m2.png
Drawn at 8 px/um. Cells faint in the background.
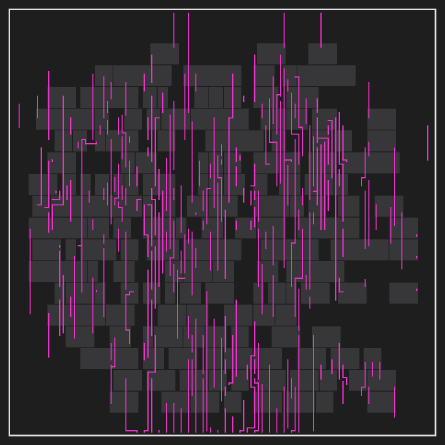
pinout.png
Drawn at 4 px/um. Pins as bars across the die edge, other pins in gray.
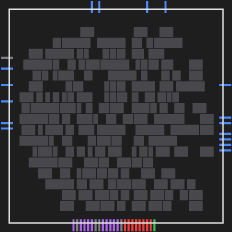
class_map.png
Drawn at 8 px/um. Fill, decap, tap and diode cells in gray.
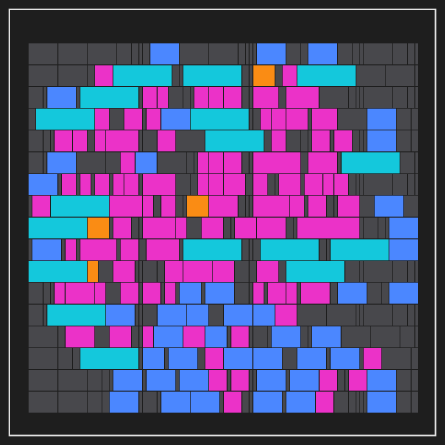
## src/rtl/saturate_clamp_pkg.sv

```systemverilog
// Shared width defaults and helpers for the saturate_clamp pixel-pipeline clamp.
package saturate_clamp_pkg;

  localparam int DEF_IN_W  = 10;
  localparam int DEF_OUT_W = 8;
  localparam int DEF_CNT_W = 16;

  // All-ones value of the given width, right-aligned in 32 bits.
  function automatic logic [31:0] sat_max(input int width);
    if (width >= 32) return '1;
    return (32'h1 << width) - 32'h1;
  endfunction

endpackage

```

## src/rtl/saturate_clamp_sat_counter.sv

```systemverilog
// CNT_W-bit event counter that holds at all-ones instead of wrapping.
module sat_counter #(
  parameter int CNT_W = saturate_clamp_pkg::DEF_CNT_W
) (
  input  logic             clk,
  input  logic             rst,
  input  logic             clr,
  input  logic             inc,
  output logic [CNT_W-1:0] count
);

  logic [CNT_W-1:0] r_count;

  // NOTE: sequential state uses non-blocking assignments so every register samples pre-edge values.
  always_ff @(posedge clk) begin
    if (rst) begin
      r_count <= '0;
    end else if (clr) begin
      r_count <= '0;
    end else if (inc && (r_count != '1)) begin
      r_count <= r_count + CNT_W'(1);
    end
  end

  assign count = r_count;

endmodule

```

## src/rtl/saturate_clamp.sv

```systemverilog
// Unsigned saturating width reducer with saturation statistics.
// Define SATURATE_CLAMP_PIPE_EN to register out_data/sat (1 cycle latency).
module saturate_clamp
  import saturate_clamp_pkg::*;
#(
  parameter int IN_W  = DEF_IN_W,
  parameter int OUT_W = DEF_OUT_W,
  parameter int CNT_W = DEF_CNT_W
) (
  input  logic             clk,
  input  logic             rst,
  input  logic [IN_W-1:0]  in_data,
  input  logic             in_valid,
  input  logic             clr_stats,
  output logic [OUT_W-1:0] out_data,
  output logic             sat,
  output logic             sat_sticky,
  output logic [CNT_W-1:0] sat_count
);

  localparam logic [OUT_W-1:0] MAX = OUT_W'(sat_max(OUT_W));

  logic             w_sat_now;
  logic             w_sat_event;
  logic [OUT_W-1:0] w_clamped;
  logic             r_sat_sticky;

  // Anything set above the output width means the value exceeds MAX.
  assign w_sat_now   = |in_data[IN_W-1:OUT_W];
  assign w_clamped   = w_sat_now ? MAX : in_data[OUT_W-1:0];
  assign w_sat_event = in_valid && w_sat_now;

  always_ff @(posedge clk) begin
    if (rst) begin
      r_sat_sticky <= 1'b0;
    end else if (clr_stats) begin
      r_sat_sticky <= 1'b0;
    end else if (w_sat_event) begin
      r_sat_sticky <= 1'b1;
    end
  end

  assign sat_sticky = r_sat_sticky;

  sat_counter #(
    .CNT_W (CNT_W)
  ) u_sat_counter (
    .clk   (clk),
    .rst   (rst),
    .clr   (clr_stats),
    .inc   (w_sat_event),
    .count (sat_count)
  );

`ifdef SATURATE_CLAMP_PIPE_EN
  logic [OUT_W-1:0] r_out_data;
  logic             r_sat;

  always_ff @(posedge clk) begin
    if (rst) begin
      r_out_data <= '0;
      r_sat      <= 1'b0;
    end else begin
      r_out_data <= w_clamped;
      r_sat      <= w_sat_now;
    end
  end

  assign out_data = r_out_data;
  assign sat      = r_sat;
`else
  // Zero-latency path: the brightness stage registers nothing after the clamp.
  assign out_data = w_clamped;
  assign sat      = w_sat_now;
`endif

endmodule

```

## config.mk

```make
export PLATFORM = sky130hd
export DESIGN_NAME = saturate_clamp
export DESIGN_NICKNAME = d
export VERILOG_FILES = /design/src/rtl/saturate_clamp_pkg.sv /design/src/rtl/saturate_clamp_sat_counter.sv /design/src/rtl/saturate_clamp.sv
export SDC_FILE = /design/constraint.sdc
export NUM_CORES = 1
export LEC_CHECK = 0
export CAP_MARGIN = 15
export CORE_MARGIN = 2
export CORE_UTILIZATION = 42
export DETAILED_ROUTE_END_ITERATION = 7
export PLACE_DENSITY = 0.8
export SLEW_MARGIN = 30
export SYNTH_ARGS = -nofsm -noshare
export SYNTH_HDL_FRONTEND = slang
export SYNTH_HIERARCHICAL = 1
export SYNTH_SLANG_ARGS = --single-unit
```

## constraint.sdc

```tcl
create_clock -name clk -period 2 [get_ports clk]
set_clock_uncertainty 0.05 [all_clocks]
set_input_delay 0.2 -clock clk [delete_from_list [all_inputs] [get_ports clk]]
set_output_delay 0.2 -clock clk [all_outputs]
set_load 0.01 [all_outputs]
```

==> reports/metrics.cfg <==
[run_status]
status = finished, final reports clean

[power_and_ir_drop]
power_frac_comb = 0.144
intPower_uw = 474
leakage_uw = 0.000520
p_total_uw = 617
ir_drop_v = 0.000487
maxPowerGroup = sequential cells
seq_power_uw = 342
p_sw_frac = 0.232
powerDensity_nw_per_um2 = 420
power.switching_uw = 143

[final_layout]
nets = 175
post-route-util = 0.650
n_fill_cell = 217
drive_above_1_share = 0.138
final_cell_count_no_fill = 187
comb_area_um2 = 626
syn_to_final_growth_pct = 44.9

[critical_path]
start_kind = input pin
worstPathArrival_ns = 1.64
worstPathRequired_ns = 1.75
path_class = input pin to output port
cp_max_fo = 9

[final_timing]
hold_violations = 0
fin_crit_ns = 1.89
slew_viol_final = 0
worstMarginPinSlew_ns = 0.400
timing.final.crit_share = 0.945
rsz0062_at_grt = no
fmax_mhz = 529
fin_tns_setup_ns = 0
max_slew_margin = 0.732

[yosys]
ys_ff = 17
ys_top_cells_by_count = dfxtp_1, nand2_1, or3_1
yosysTopAreaCell = dfxtp_1
yosysWarnings = 6
synthArstFlopShare = 0
simple_gate_area_frac = 0.345
yosys_cells = 115
compound_area_frac = 0.201
edf_count = 0
synth_top_area_share = 0.336
synth_cells = 115
avgSynthCellArea_um2 = 8.80
top_cell = dfxtp_1

[floorplan]
die_area_um2 = 2820
die_w_um = 53.1
num_rows = 17

[clock_network]
cts_resized = 0
clk_latency_ns = 0.29
path_clk_slew_ns = 0.09
cts_sinks = 17
clock_tree.root_cell = clkbuf_4
holdBufCountCts = 0
htreeDepth = 1
cts_setup_buffers = 0

[placement]
dp_hpwl_mm = 1.95
dp_cells = 183

[worst_hold_path]
hold_class = flip-flop to flip-flop

[global_routing]
grt.busiest_layer = met2
antenna_found_initial = 0
use_met1 = 0.276
track_usage = 0.210

[drt]
via_per_inst = 5.59
dr.pass1.iters = 4
ant_nets = 0
drc = 0
drtIter0Drc = 23

[run]
warnings = 26
drv_cap = 0

-- m2.png (at the start) --
The layer carries 1200 um of wire. The wires run mostly vertical. The layer holds 47% of the routed length. The longest straight run is 24.8 um. 150 nets have wire on it.
Total Wirelength: 2.55 mm
met2 GRT Util: 0.335
vias: 1046

-- pinout.png (at the start) --
Key: in_data = purple [pins 10, direction input, edge bottom]; sat_count = blue [pins 16, direction output, edge 7 right, 5 left, 4 top]; clr_stats = green [pins 1, direction input, edge bottom]; out_data = red [pins 8, direction output, edge bottom]
All pins by edge: 23 bottom, 7 right, 6 left, 4 top.
die height: 53.1 um
input/output buffers: 39

-- class_map.png (at the start) --
Key: remaining buffers and delay cells = blue [cells 45, share of their area 30%]; registers = cyan [cells 17, share of their area 24%]; remaining logic cells = magenta [cells 93, share of their area 44%]; clock drivers and dummy loads = orange [cells 4, share of their area 1.8%]
core area: 2250 um^2
flop share of the area: 0.232

final cells by class:
| type | count | area share |
|---|---|---|
| multi-input cells | 92 | 0.427 |
| well taps | 28 | 0.0239 |
| inverters | 1 | 0.00256 |
| flip-flops and latches | 17 | 0.232 |
| repair buffers | 45 | 0.297 |
| clock buffers | 4 | 0.0179 |
cells in the final DEF (no fill, tap or decap), types with 2 or more instances in the layout:
master and count:
clkdlybuf4s50_1 39, dfxtp_1 17, nand2_1 13, or3_1 12
buf_4 6, a21oi_1 6, mux2i_1 6, nand3_1 5
o21ai_0 4, a31oi_1 4, nor2_1 3, clkbuf_4 3
nand4_1 3, and3_1 3, or3_2 3, a211oi_1 3
o21a_1 2, and3_4 2, and2_1 2, a2111o_1 2
o21ai_1 2, and2_2 2, nor3_1 2
critical path, stage by stage:
cell and delay, ns:
clkdlybuf4s50_1 0.42, buf_4 0.16, or3_1 0.37, clkdlybuf4s50_1 0.49
through the flow:
| step | hold WS (ns) | setup slack, ns | cell area (um^2) |
|---|---|---|---|
| 5_1_grt | 0.457 | 0.0641 | 1470 |
| 6_report | 0.433 | 0.111 | 1470 |
| 4_1_cts | 0.439 | 0.111 | 1470 |
| 3_5_place_dp | 0.415 | 0.0494 | 1440 |
| 3_3_place_gp | 0.406 | 0.0931 | 1440 |
| 2_1_floorplan | 0.302 | 0.454 | 1010 |
metal layers:
layer	vias up	share of wire
li1	536	-
met1	487	0.48
met2	23	0.47
met3	0	0.049
met4	0	0
met5	-	0
final timing paths:
check | from | endpoint | slack, ns | cells after the start
hold reg to reg | sat_sticky | sat_sticky | 0.43 | 1
hold / removal | sat_sticky | sat_sticky | 0.43 | 1
setup reg to reg | u_sat_counter/count[13] | u_sat_counter/count[1] | 0.33 | 4
setup / recovery | in_data[9] | out_data[4] | 0.11 | 4
